[config.mk]
export PLATFORM = sky130hd
export DESIGN_NAME = adder_pipe_flat
export DESIGN_NICKNAME = d
export VERILOG_FILES = /design/src/rtl/adder_pkg.sv /design/src/rtl/adder_pipe_if.sv /design/src/rtl/adder_chunk.sv /design/src/rtl/adder_pipe.sv /design/src/flat_wrapper.sv
export SDC_FILE = /design/constraint.sdc
export NUM_CORES = 1
export LEC_CHECK = 0
export ABC_AREA = 0
export CORE_ASPECT_RATIO = 0.5
export CORE_MARGIN = 4
export CORE_UTILIZATION = 50
export CTS_BUF_LIST = sky130_fd_sc_hd__clkbuf_4 sky130_fd_sc_hd__clkbuf_8
export DETAILED_ROUTE_END_ITERATION = 8
export PLACE_DENSITY = 0.77
export REMOVE_ABC_BUFFERS = 1
export SYNTH_ARGS = -nofsm -noshare
export SYNTH_HDL_FRONTEND = slang
export SYNTH_HIERARCHICAL = 1
export SYNTH_SLANG_ARGS = --single-unit
[constraint.sdc]
create_clock -name clk -period 15.5 [get_ports clk]
set_clock_uncertainty 0.05 [all_clocks]
set_input_delay 3.1 -clock clk [delete_from_list [all_inputs] [get_ports clk]]
set_output_delay 3.1 -clock clk [all_outputs]
set_load 0.005 [all_outputs]
[src/rtl/adder_pkg.sv]
// -----------------------------------------------------------------------------
// adder_pkg
//
// Shared definitions for the pipelined ripple-carry adder (adder_pipe).
//
// Contents:
//   ADDER_WIDTH / ADDER_STAGES  default operand width and pipeline depth
//   ADDER_MAX_WIDTH             widest adder the stage-register struct can hold
//   chunk_width()               carry-chain chunk width for a WIDTH/STAGES pair
//   stage_t                     one pipeline stage register
//
// Optional feature macro: ADDER_PIPE_OVF_EN adds operand sign bits to stage_t
// so the signed-overflow flag can be formed alongside the final sum.
// -----------------------------------------------------------------------------
package adder_pkg;

    localparam int ADDER_WIDTH     = 32;
    localparam int ADDER_STAGES    = 4;

    // Packed structs cannot be parameterised, so the data fields are sized for
    // the widest supported adder. A narrower adder only ever writes the low
    // WIDTH bits; everything above stays at zero.
    localparam int ADDER_MAX_WIDTH = 128;

    // Width of the carry-chain slice handled by each pipeline stage.
    function automatic int chunk_width(input int width, input int stages);
        return width / stages;
    endfunction

    // One stage register. `sum` holds the chunks already computed (lower bits),
    // `a`/`b` hold the operand chunks that later stages still have to add; the
    // chunks already consumed are zeroed as they leave their stage.
    typedef struct packed {
        logic                       valid;
        logic                       carry;
        logic [ADDER_MAX_WIDTH-1:0] sum;
        logic [ADDER_MAX_WIDTH-1:0] a;
        logic [ADDER_MAX_WIDTH-1:0] b;
`ifdef ADDER_PIPE_OVF_EN
        logic                       sign_a;
        logic                       sign_b;
`endif
    } stage_t;

endpackage

[src/rtl/adder_pipe_if.sv]
// -----------------------------------------------------------------------------
// adder_pipe_if
//
// Valid/ready stream bundle between an operand producer, the adder pipeline
// and a result consumer.
//
// Signals:
//   in_valid  producer -> adder   operand set valid
//   in_ready  adder -> producer   operand set accepted this cycle
//   in1, in2  producer -> adder   WIDTH-bit operands
//   cin       producer -> adder   carry-in
//   out_valid adder -> consumer   sum/cout hold a result
//   out_ready consumer -> adder   result taken this cycle
//   sum       adder -> consumer   low WIDTH bits of in1 + in2 + cin
//   cout      adder -> consumer   carry out of the MSB
//   ovf       adder -> consumer   signed overflow (only with ADDER_PIPE_OVF_EN)
//
// Modports: master = the testbench / surrounding datapath, slave = adder_pipe.
// -----------------------------------------------------------------------------
interface adder_pipe_if
    import adder_pkg::*;
#(
    parameter int WIDTH = ADDER_WIDTH
) ();

    logic             in_valid;
    logic             in_ready;
    logic [WIDTH-1:0] in1;
    logic [WIDTH-1:0] in2;
    logic             cin;
    logic             out_valid;
    logic             out_ready;
    logic [WIDTH-1:0] sum;
    logic             cout;
`ifdef ADDER_PIPE_OVF_EN
    logic             ovf;
`endif

    modport master (
        output in_valid,
        output in1,
        output in2,
        output cin,
        output out_ready,
        input  in_ready,
        input  out_valid,
        input  sum,
        input  cout
`ifdef ADDER_PIPE_OVF_EN
        ,
        input  ovf
`endif
    );

    modport slave (
        input  in_valid,
        input  in1,
        input  in2,
        input  cin,
        input  out_ready,
        output in_ready,
        output out_valid,
        output sum,
        output cout
`ifdef ADDER_PIPE_OVF_EN
        ,
        output ovf
`endif
    );

endinterface

[src/rtl/adder_chunk.sv]
// -----------------------------------------------------------------------------
// adder_chunk
//
// Purely combinational WIDTH-bit ripple-carry slice. One instance per pipeline
// stage; the enclosing adder_pipe owns every register around it.
//
// Ports:
//   a, b  input  WIDTH  operand chunks
//   ci    input  1      carry into bit 0
//   s     output WIDTH  chunk sum
//   co    output 1      carry out of bit WIDTH-1
//
// No configuration macros affect this file (ADDER_PIPE_OVF_EN is handled by
// the top level).
// -----------------------------------------------------------------------------
module adder_chunk #(
    parameter int WIDTH = 8
) (
    input  logic [WIDTH-1:0] a,
    input  logic [WIDTH-1:0] b,
    input  logic             ci,
    output logic [WIDTH-1:0] s,
    output logic             co
);

    // The carry is walked through a single loop variable rather than a carry
    // vector so the chain is expressed as one combinational process.
    always_comb begin
        logic carry;
        carry = ci;
        s     = '0;
        for (int i = 0; i < WIDTH; i++) begin
            s[i]  = a[i] ^ b[i] ^ carry;
            carry = (a[i] & b[i]) | (carry & (a[i] ^ b[i]));
        end
        co = carry;
    end

endmodule

[src/rtl/adder_pipe.sv]
// -----------------------------------------------------------------------------
// adder_pipe
//
// Pipelined ripple-carry adder with a valid/ready stream interface.
// {cout, sum} = in1 + in2 + cin, unsigned modulo 2^WIDTH.
//
// The carry chain is cut into STAGES chunks of CHUNK = WIDTH/STAGES bits.
// Stage k adds operand bits [k*CHUNK +: CHUNK] with the registered carry from
// stage k-1 (cin for stage 0) and registers: its carry-out, the sum chunks
// produced so far, and the operand chunks not yet consumed. The last stage
// register drives the outputs directly, so there is no combinational path
// from in1/in2/cin to any output.
//
// Flow control is a single global advance: adv = !out_valid || out_ready.
// On adv every stage shifts one place (bubbles included); otherwise all stage
// registers hold. in_ready = adv and never depends on in_valid.
//
// Ports:
//   clk   input  clock, rising edge
//   rst   input  synchronous active-high reset; drops everything in flight
//   bus   adder_pipe_if.slave  in_valid/in_ready/in1/in2/cin,
//                              out_valid/out_ready/sum/cout[/ovf]
//
// Parameters: WIDTH (operand width), STAGES (pipeline depth, divides WIDTH).
//
// Optional feature macro: ADDER_PIPE_OVF_EN
//   defined   -> bus.ovf is driven with the signed-overflow flag; operand sign
//                bits travel down the pipe next to the data.
//   undefined -> no ovf port and no sign-bit registers.
// -----------------------------------------------------------------------------
module adder_pipe
    import adder_pkg::*;
#(
    parameter int WIDTH  = ADDER_WIDTH,
    parameter int STAGES = ADDER_STAGES
) (
    input  logic         clk,
    input  logic         rst,
    adder_pipe_if.slave  bus
);

    localparam int CHUNK = chunk_width(WIDTH, STAGES);

    // Refuse to elaborate configurations the chunked pipeline cannot express.
    if (WIDTH < 1 || STAGES < 1 || STAGES > WIDTH ||
        (WIDTH % STAGES) != 0 || WIDTH > ADDER_MAX_WIDTH) begin : gen_bad_cfg
        $error("adder_pipe: illegal WIDTH/STAGES combination");
    end

    stage_t st_reg  [STAGES];
    stage_t st_next [STAGES];
    logic   adv;

    // Global advance: the whole pipe moves unless a finished result is
    // waiting for a consumer that is not ready.
    assign adv          = !st_reg[STAGES-1].valid || bus.out_ready;
    assign bus.in_ready = adv;

    // -------------------------------------------------------------------------
    // Per-stage next-state: one ripple slice plus the bookkeeping that moves
    // the partially built sum and remaining operands one stage down.
    // -------------------------------------------------------------------------
    for (genvar gi = 0; gi < STAGES; gi++) begin : gen_stage
        logic [CHUNK-1:0] op_a;
        logic [CHUNK-1:0] op_b;
        logic [CHUNK-1:0] s;
        logic             ci;
        logic             co;
        stage_t           nxt;

        if (gi == 0) begin : gen_head
            assign op_a = bus.in1[0 +: CHUNK];
            assign op_b = bus.in2[0 +: CHUNK];
            assign ci   = bus.cin;

            always_comb begin
                nxt                  = '0;
                nxt.valid            = bus.in_valid;
                nxt.carry            = co;
                nxt.sum[0 +: CHUNK]  = s;
                nxt.a[WIDTH-1:0]     = bus.in1;
                nxt.b[WIDTH-1:0]     = bus.in2;
                // The lowest chunk is consumed here.
                nxt.a[0 +: CHUNK]    = '0;
                nxt.b[0 +: CHUNK]    = '0;
`ifdef ADDER_PIPE_OVF_EN
                nxt.sign_a           = bus.in1[WIDTH-1];
                nxt.sign_b           = bus.in2[WIDTH-1];
`endif
            end
        end else begin : gen_body
            assign op_a = st_reg[gi-1].a[gi*CHUNK +: CHUNK];
            assign op_b = st_reg[gi-1].b[gi*CHUNK +: CHUNK];
            assign ci   = st_reg[gi-1].carry;

            // Everything else (valid, lower sum chunks, sign bits) is
            // forwarded unchanged from the previous stage.
            always_comb begin
                nxt                        = st_reg[gi-1];
                nxt.carry                  = co;
                nxt.sum[gi*CHUNK +: CHUNK] = s;
                nxt.a[gi*CHUNK +: CHUNK]   = '0;
                nxt.b[gi*CHUNK +: CHUNK]   = '0;
            end
        end

        adder_chunk #(
            .WIDTH (CHUNK)
        ) u_chunk (
            .a  (op_a),
            .b  (op_b),
            .ci (ci),
            .s  (s),
            .co (co)
        );

        assign st_next[gi] = nxt;
    end

    // -------------------------------------------------------------------------
    // Stage registers. Reset wins over adv, so an in-flight transaction can
    // never surface after a reset.
    // -------------------------------------------------------------------------
    always_ff @(posedge clk) begin
        if (rst) begin
            for (int i = 0; i < STAGES; i++) begin
                st_reg[i] <= '0;
            end
        end else if (adv) begin
            for (int i = 0; i < STAGES; i++) begin
                st_reg[i] <= st_next[i];
            end
        end
    end

    // -------------------------------------------------------------------------
    // Outputs straight from the last stage register.
    // -------------------------------------------------------------------------
    assign bus.out_valid = st_reg[STAGES-1].valid;
    assign bus.sum       = st_reg[STAGES-1].sum[WIDTH-1:0];
    assign bus.cout      = st_reg[STAGES-1].carry;

`ifdef ADDER_PIPE_OVF_EN
    // Same-signed operands producing a result of the opposite sign.
    assign bus.ovf = (st_reg[STAGES-1].sign_a == st_reg[STAGES-1].sign_b) &&
                     (st_reg[STAGES-1].sum[WIDTH-1] != st_reg[STAGES-1].sign_a);
`endif

    // The last stage's operand fields are fully consumed (always zero) and its
    // sum bits above WIDTH are never driven; fold them into one sink.
    logic unused_tail;
    assign unused_tail = ^{st_reg[STAGES-1].a,
                           st_reg[STAGES-1].b,
                           st_reg[STAGES-1].sum};

endmodule

[src/flat_wrapper.sv]
// flat-port wrapper written by rule: the top's interface ports become plain ports
module adder_pipe_flat import adder_pkg::*;
#(
    parameter int WIDTH  = ADDER_WIDTH,
    parameter int STAGES = ADDER_STAGES
)
  (clk, rst, bus_in_valid, bus_in1, bus_in2, bus_cin, bus_out_ready, bus_in_ready, bus_out_valid, bus_sum, bus_cout);
  adder_pipe_if #(.WIDTH(WIDTH)) bus_i ();
  input  logic clk;
  input  logic rst;
  input wire logic [$bits(bus_i.in_valid)-1:0] bus_in_valid;
  input wire logic [$bits(bus_i.in1)-1:0] bus_in1;
  input wire logic [$bits(bus_i.in2)-1:0] bus_in2;
  input wire logic [$bits(bus_i.cin)-1:0] bus_cin;
  input wire logic [$bits(bus_i.out_ready)-1:0] bus_out_ready;
  output wire logic [$bits(bus_i.in_ready)-1:0] bus_in_ready;
  output wire logic [$bits(bus_i.out_valid)-1:0] bus_out_valid;
  output wire logic [$bits(bus_i.sum)-1:0] bus_sum;
  output wire logic [$bits(bus_i.cout)-1:0] bus_cout;
  assign bus_i.in_valid = bus_in_valid;
  assign bus_i.in1 = bus_in1;
  assign bus_i.in2 = bus_in2;
  assign bus_i.cin = bus_cin;
  assign bus_i.out_ready = bus_out_ready;
  assign bus_in_ready = bus_i.in_ready;
  assign bus_out_valid = bus_i.out_valid;
  assign bus_sum = bus_i.sum;
  assign bus_cout = bus_i.cout;
  adder_pipe #(.WIDTH(WIDTH), .STAGES(STAGES)) u_core (.clk(clk), .rst(rst), .bus(bus_i));
endmodule
run_1/io_fan.png
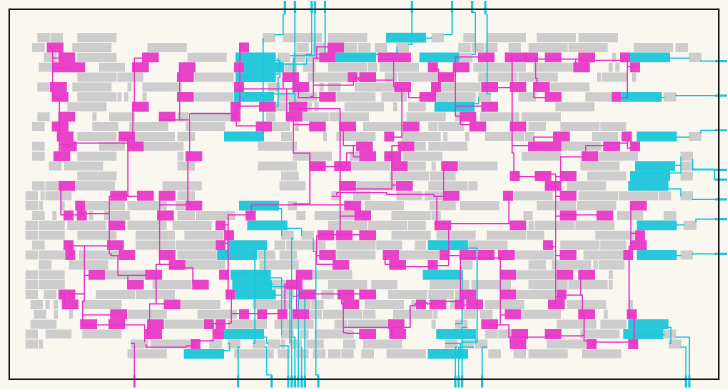
rst: shown in magenta, bits 1, direction input, end cells 185, buffers 3, wire 1530 microns. bus_sum: shown in cyan, bits 32, direction output, end cells 32, buffers 32, wire 736 microns.

run_1/metal_density.png
The die is cut into 39 by 20 equal tiles; black is low, pale yellow is high, scaled to the fullest tile. Values are wire area over tile area, all layers added.
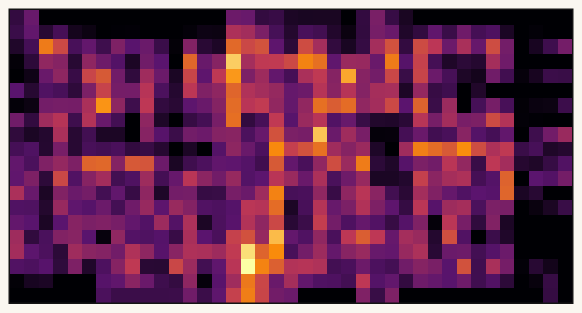
The mean over all tiles is 0.096. 11% of the tiles are over half the peak. The fullest tile reaches 0.36. 15% of the tiles are nearly empty.

==> notes.md, run 1 <==
Physical implementation status

The run finished with clean final reports. Of the combinational cells, the family taking the most area is simple AND/OR/NAND/NOR gates. The smallest hold slack stands at 509 ps. The count of placed standard cells including taps stands at 780.

The area taken by flip-flops and latches stands at roughly 5500 sq um. The count of distinct cell types in the synthesized netlist stands at 11. The number of cells on the worst hold path is listed as 1. The power share of the sequential group stands at 0.591.

In this design, the largest share of critical-path delay is due to buffers and inverters. In the final routed layout, each cell accounts on average for ~15 microns. The compound-gate portion of the synthesized area stands at 0. Of the total power, the share spent switching nets is 0.213. The number of H-tree levels stands at 4. By instance count, the cell type seen most on the critical path is sky130_fd_sc_hd__clkdlybuf4s50_1. The flow reports power dissipated in combinational cells as approximately 0.090 mW. The most critical min-delay path falls under register to register.

The number of sinks driven by the clock tree stands at 184. Per the gpl log, the routability congestion estimate is 0.709. The internal portion of the total power is 0.785 mW. Setup repair after global routing left no endpoint under its margin.

The number of buffers added by the clock tree synthesis step stands at 17. The launch point of the worst min-delay path is recorded as u_core/st_reg[0][26]. The longest incremental delay of any stage on the critical path is reported as about 510 ps. The vertical die dimension stands at 101 microns.

The number of cell instances after yosys synthesis stands at 485. The cell sequence reported for the critical path is clkdlybuf4s50_1, nor2b_4, inv_1, clkdlybuf4s50_1. The number of antenna violations at the first check in global routing was 0. The first global-routing pass estimated 20900 microns of wire. The tally of filler cells in the layout stands at 1219. The first TritonRoute pass finished after 4 iterations. The later pin in the worst-skew pair is clocked with a latency of 440 ps. The layout stage reports a final design area of 10200 sq um. The sum of negative setup slack stands at 0 ps. The area share of the leading cell type in the synthesized netlist stands at 0.633.

Looking at the reg2reg group, the worst path starts from u_core/st_reg[0][136]. The share of total power in combinational logic stands at 0.091. The OpenROAD warning count stands at 25. Of the total power, the clock network draws 0.319. The number of register bits inferred by synthesis stands at 184.
run_1/placement.png
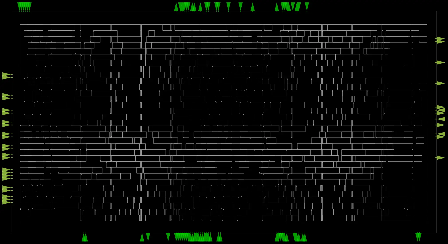
inserted tap cell count: 227
Seq cells: 184
share of the final layout cell area in sequential cells: 0.542
standard cell core area: 16700 sq um

run 1: layout make-up:
cell class,instances,area share
repair buffers,110,0.107
multi-input cells,218,0.269
well taps,227,0.0279
clock inverters,13,0.0141
flip-flops and latches,184,0.542
clock buffers,19,0.0244
inverters,41,0.0151
run 1: layer usage:
metal,global-route usage,part of all wire,vias to the layer above
li1,-,-,1933
met5,0,0,-
met2,0.228,0.52,60
met3,0.0263,0.031,16
met4,0.0488,0.015,0
met1,0.168,0.43,1970
run 1: worst max path at each step:
stage / startpoint / endpoint
after floorplan: bus_out_ready / u_core/st_reg[0][10]
after detailed placement: bus_out_ready / bus_in_ready
final: bus_out_ready / bus_in_ready
after CTS: bus_out_ready / bus_in_ready
after global routing: bus_out_ready / bus_in_ready
after global placement: bus_out_ready / bus_in_ready
==> run 1 -> run 2 <==
==> constraint.sdc (replaced) <==
create_clock -name clk -period 7.25 [get_ports clk]
set_clock_uncertainty 0.05 [all_clocks]
set_input_delay 1.45 -clock clk [delete_from_list [all_inputs] [get_ports clk]]
set_output_delay 1.45 -clock clk [all_outputs]
set_load 0.005 [all_outputs]
run_2/metal_density.png
The die is cut into 39 by 20 equal tiles; black is low, pale yellow is high, scaled to the fullest tile. Values are wire area over tile area, all layers added.
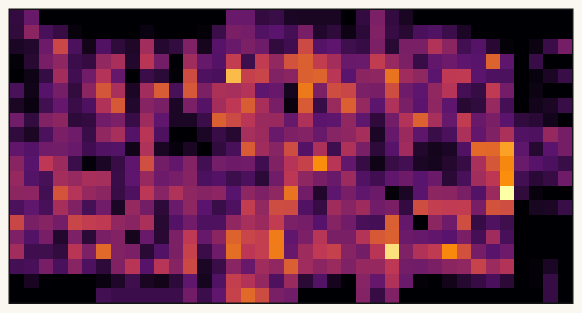
The mean over all tiles is 0.095. 15% of the tiles are nearly empty. The densest ninth of the die: south. The fullest tile reaches 0.36.

run_2/layer_met3.png
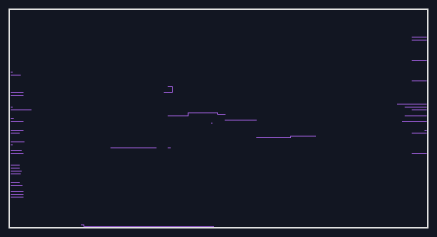
The wires run mostly horizontal. The layer carries 362 microns of wire. 37 nets have wire on it. The longest straight run is 60.7 microns.

run_2/cell_density.png
The die is cut into 19 by 10 equal tiles; black is low, pale yellow is high, 0 to 100% covered.
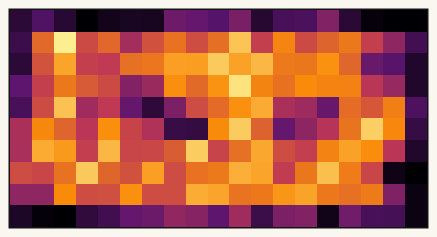
The fullest tile reaches 97%. 18% of the tiles are over 75% full. 3.7% of the tiles are nearly empty. The mean over all tiles is 50%.

==> notes.md, run 2 <==
Physical implementation status

The maximum number of buffers from clock root to sink was 2 (unchanged). The clock root buffer was sky130_fd_sc_hd__clkbuf_8 (unchanged). The number of antenna repair diodes stands at 0 (unchanged).

The adder and majority gate portion of the synthesized area stands at 0.0734 (unchanged). The count of distinct cell types in the synthesized netlist is 11 (unchanged). The routed length per instance is 15.2 microns (was 15.1 microns).

The number of register bits inferred by synthesis is 184 (unchanged). The power share of the sequential group was 0.603 (was 0.591). The max-capacitance violation count came to 0 (unchanged).

RSZ-0062 raised after global routing: no (unchanged). The peak-usage layer in the global routing report is met2 (unchanged). The number of pins exceeding their max-slew limit in the final report was 0 (unchanged). The first-pass iteration count of the detailed router stands at 5 (was 4). The number of sinks driven by the clock tree was 184 (unchanged). The reg-to-reg critical path startpoint is u_core/st_reg[2][152] (was u_core/st_reg[0][136]).

The met1 layer wirelength in the final routing stands at 5250 microns (was 5310 microns). The number of gates resized after CTS stands at 0 (unchanged). The cell class contributing the biggest share of worst-path delay was adder cells (was buffers and inverters). The number of core rows stands at 33 (unchanged). The sum of negative setup slack stands at 0 ps (unchanged). The most prevalent standard cell on the critical path is sky130_fd_sc_hd__fa_1 (was sky130_fd_sc_hd__clkdlybuf4s50_1).

The number of buffers added by the clock tree synthesis step is 17 (unchanged). The met2 wire length is 6660 microns (was 6410 microns). The share of synthesized area spent on multiplexers stands at 0 (unchanged). The tally of filler cells in the layout stands at 1243 (was 1219).

The launch point of the worst hold path was u_core/st_reg[1][29] (was u_core/st_reg[0][26]). The logic depth of the worst setup path including buffers came to 14 (was 4). The clock insertion delay at the later pin of the skew report was 430 ps (was 440 ps). The global routing met3 resource utilization stands at 0.0246 (was 0.0263). The weighted congestion reported at the end of routability-driven placement stands at 0.697 (was 0.709). The area growth from synthesis to layout stands at 16.4% (was 16.7%). The worst hold path stage count stands at 1 (unchanged). Cells along the critical path: clkdlybuf4s50_1, fa_1, inv_1, fa_1, inv_1, fa_1, fa_1, fa_1, fa_1, fa_1, inv_1, fa_1, inv_1, nor3b_1 (was clkdlybuf4s50_1, nor2b_4, inv_1, clkdlybuf4s50_1). The placeable core region was 16700 sq um (unchanged).

The cell with the largest stage delay on the worst path is sky130_fd_sc_hd__clkdlybuf4s50_1 (unchanged). The capturing element of the worst setup path is u_core/st_reg[0][263] (was bus_in_ready). The first-iteration detailed-routing DRC count stands at 253 (was 216). The start point of the critical path was bus_in1[0] (was bus_out_ready). The effective utilization at floorplan stands at 0.522 (unchanged). The most numerous logic cell after layout was sky130_fd_sc_hd__edfxtp_1 (unchanged). The number of H-tree levels stands at 4 (unchanged). Most frequent cells in the layout: 184 x sky130_fd_sc_hd__edfxtp_1, 139 x sky130_fd_sc_hd__nor3b_2, 102 x sky130_fd_sc_hd__clkdlybuf4s50_1 (unchanged). The number of cell instances after yosys synthesis came to 485 (unchanged). The vertical die dimension was 101 microns (unchanged). The most frequent cell after synthesis is sky130_fd_sc_hd__edfxtp_1 (unchanged).

The internal reg-to-reg setup slack stands at 3180 ps (was 11380 ps). The routing usage on met2 came to 0.230 (was 0.228). The switching power share of the total came to 0.229 (was 0.213).

The total length of routed met3 wires stands at 361 microns (was 381 microns). The slew at the pin closest to its max-slew limit stands at 1010 ps (was 1110 ps). The shortest period the worst path allows stands at between 5000 and 6000 ps. The biggest combinational cell group after synthesis was simple AND/OR/NAND/NOR gates (unchanged). The met1 layer usage reported by global route stands at 0.161 (was 0.168). Status: finished, final reports clean (unchanged).

The total area of multi-input combinational cells was 2750 sq um (unchanged). The cell type with the largest total area was sky130_fd_sc_hd__edfxtp_1 (unchanged). The top layer reached by signal wires is met4 (unchanged). The remaining antenna violation count is 0 (unchanged). The internal power contribution stands at 1.61 mW (was 0.785 mW).

The synthesis warning total is 6 (unchanged). The smallest hold slack stands at 520 ps (was 509 ps). The clock network power share stands at 0.305 (was 0.319). Leading post-synthesis cells by cell area: sky130_fd_sc_hd__edfxtp_1 63%, sky130_fd_sc_hd__nor3b_2 20%, sky130_fd_sc_hd__fa_1 7.3%, sky130_fd_sc_hd__nor3b_1 3.9%, sky130_fd_sc_hd__buf_6 2.2% (unchanged).

The path category of the worst min-delay check is register to register (unchanged). The area taken by flip-flops and latches was 5530 sq um (unchanged). The overall overflow remaining after global route stands at 0 (unchanged). The critical path's largest stage delay was 430 ps (was 510 ps). The compound-gate portion of the synthesized area stands at 0 (unchanged). The first-pass GRT wire length was 20500 microns (was 20900 microns). The share of total power in combinational logic came to 0.092 (was 0.091). The OpenROAD warning count is 25 (unchanged). The area share of the leading cell type in the synthesized netlist is 0.633 (unchanged).

The number of antenna violations at the first check in global routing stands at 0 (unchanged).
run 2: cell counts after synthesis:
Identical to the previous run, type by type.
run 2: final cells by class:
| class | count | share of cell area |
|---|---|---|
| flip-flops and latches | 184 | 0.544 |
| clock inverters | 15 | 0.0131 |
| clock buffers | 17 | 0.0230 |
| repair buffers | 110 | 0.107 |
| well taps | 227 | 0.0279 |
| inverters | 41 | 0.0151 |
| multi-input cells | 218 | 0.270 |
run 2: per-stage QoR:
step,instance area [sq um],std cells
CTS,10200,812
global placement,9800,780
finish,10200,812
floorplan,8410,443
global route,10200,812
detailed placement,9800,780
run 2: power groups by stage:
stage	clock network (mW)	registers, mW	logic [mW]
finish	0.637	1.26	0.192
global route	0.709	1.27	0.214
CTS	0.663	1.26	0.197
detailed placement	0	1.29	0.195
global placement	0	1.28	0.190
floorplan	0	1.28	0.0968
==> run 2 -> run 3 <==
--- a/config.mk
+++ b/config.mk
@@ -11,7 +11,7 @@
 export CORE_UTILIZATION = 50
 export CTS_BUF_LIST = sky130_fd_sc_hd__clkbuf_4 sky130_fd_sc_hd__clkbuf_8
 export DETAILED_ROUTE_END_ITERATION = 8
-export PLACE_DENSITY = 0.77
+export PLACE_DENSITY = 0.8
 export REMOVE_ABC_BUFFERS = 1
 export SYNTH_ARGS = -nofsm -noshare
 export SYNTH_HDL_FRONTEND = slang
==> constraint.sdc (replaced) <==
create_clock -name clk -period 4.4 [get_ports clk]
set_clock_uncertainty 0.05 [all_clocks]
set_input_delay 0.88 -clock clk [delete_from_list [all_inputs] [get_ports clk]]
set_output_delay 0.88 -clock clk [all_outputs]
set_load 0.005 [all_outputs]
run_3/metal_density.png
The die is cut into 39 by 20 equal tiles; black is low, pale yellow is high, scaled to the fullest tile. Values are wire area over tile area, all layers added.
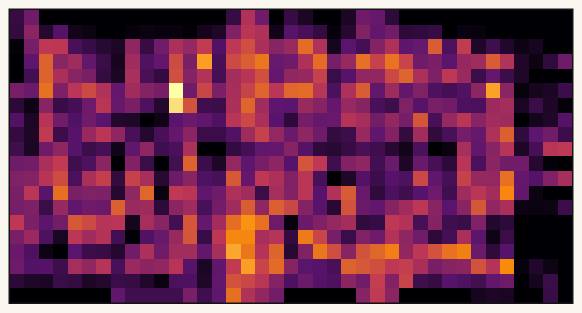
The mean over all tiles is 0.096. The densest ninth of the die: south. The fullest tile reaches 0.34.

run_3/cell_density.png
The die is cut into 19 by 10 equal tiles; black is low, pale yellow is high, 0 to 100% covered.
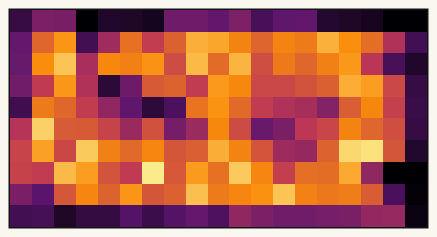
The mean over all tiles is 50%. The fullest tile reaches 96%. 3.2% of the tiles are nearly empty. 17% of the tiles are over 75% full.

run_3/layer_met3.png
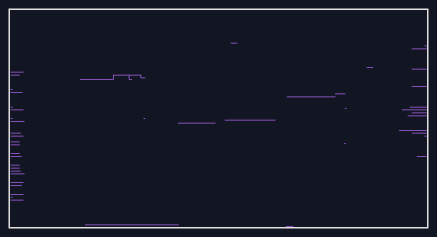
The layer carries 333 microns of wire. The layer holds 2.7% of the routed length. The longest straight run is 43.5 microns. The wires run mostly horizontal. 40 nets have wire on it.

==> notes.md, run 3 <==
Physical implementation status

Status: finished, final reports clean (unchanged). The internal reg-to-reg setup slack came to 390 ps (was 3180 ps). The most prevalent standard cell on the critical path is sky130_fd_sc_hd__fa_1 (unchanged). The reg-to-reg critical path startpoint is u_core/st_reg[0][136] (was u_core/st_reg[2][152]). The capturing element of the worst setup path was u_core/st_reg[0][263] (unchanged). The share of synthesized area spent on multiplexers is 0 (unchanged). The effective utilization at floorplan stands at 0.522 (unchanged).

The weighted congestion reported at the end of routability-driven placement stands at 0.715 (was 0.697). The clock insertion delay at the later pin of the skew report came to 440 ps (was 430 ps). The slew at the pin closest to its max-slew limit stands at 1070 ps (was 1010 ps).

The most numerous logic cell after layout was sky130_fd_sc_hd__edfxtp_1 (unchanged). The placeable core region was 16700 sq um (unchanged). Cells along the critical path: clkdlybuf4s50_1, fa_2, inv_1, fa_1, inv_1, fa_1, fa_2, fa_2, fa_1, fa_1, inv_1, fa_1, inv_1, nor3b_1 (was clkdlybuf4s50_1, fa_1, inv_1, fa_1, inv_1, fa_1, fa_1, fa_1, fa_1, fa_1, inv_1, fa_1, inv_1, nor3b_1). The adder and majority gate portion of the synthesized area was 0.0734 (unchanged).

RSZ-0062 raised after global routing: no (unchanged). The start point of the critical path is bus_in1[0] (unchanged). The path category of the worst min-delay check is register to register (unchanged). The vertical die dimension was 101 microns (unchanged). The count of distinct cell types in the synthesized netlist is 11 (unchanged). The biggest combinational cell group after synthesis is simple AND/OR/NAND/NOR gates (unchanged). The global routing met3 resource utilization came to 0.0282 (was 0.0246). The power attributed to sequential cells is 2.08 mW (was 1.26 mW). The number of sinks driven by the clock tree stands at 184 (unchanged).

The max-capacitance violation count stands at 0 (unchanged). Leading post-synthesis cells by cell area: sky130_fd_sc_hd__edfxtp_1 63%, sky130_fd_sc_hd__nor3b_2 20%, sky130_fd_sc_hd__fa_1 7.3%, sky130_fd_sc_hd__nor3b_1 3.9%, sky130_fd_sc_hd__buf_6 2.2% (unchanged). The met2 wire length stands at 6700 microns (was 6660 microns). The routing usage on met2 was 0.227 (was 0.230).

The top layer reached by signal wires was met4 (unchanged). The power group with the highest consumption is registers (unchanged). The cell type with the largest total area is sky130_fd_sc_hd__edfxtp_1 (unchanged). The peak-usage layer in the global routing report is met2 (unchanged). The power share of the sequential group was 0.603 (about the same). The area share of the leading cell type in the synthesized netlist stands at 0.633 (unchanged). The reported clock group power came to 1.05 mW (was 0.637 mW). The number of cell instances after yosys synthesis is 485 (unchanged).

The met1 layer usage reported by global route stands at 0.167 (was 0.161). The number of pins exceeding their max-slew limit in the final report came to 0 (unchanged).
==> run 3: cell counts after synthesis <==
Identical to the previous run, type by type.
==> run 3: per-stage QoR <==
step,instance area (sq um),hold slack (ps)
6_report,10200,508
5_1_grt,10200,518
3_3_place_gp,9810,495
4_1_cts,10200,513
3_5_place_dp,9810,502
2_1_floorplan,8410,487
==> run 3: cell type report <==
type | instances | area, sq um | share of cell area
Sequential cell | 184 | 5530 | 0.543
Multi-Input combinational cell | 218 | 2750 | 0.270
Timing Repair Buffer | 109 | 1110 | 0.109
Tap cell | 227 | 284 | 0.0279
Clock buffer | 18 | 241 | 0.0237
Inverter | 41 | 154 | 0.0151
Clock inverter | 12 | 118 | 0.0116
==> run 3: critical path: cells and delay by family <==
family	cells	cell delay (ps)
adders and majority gates	8	2760
buffers and inverters	5	680
and+or+nand+nor	1	160
Power and IR drop assume default switching activity.
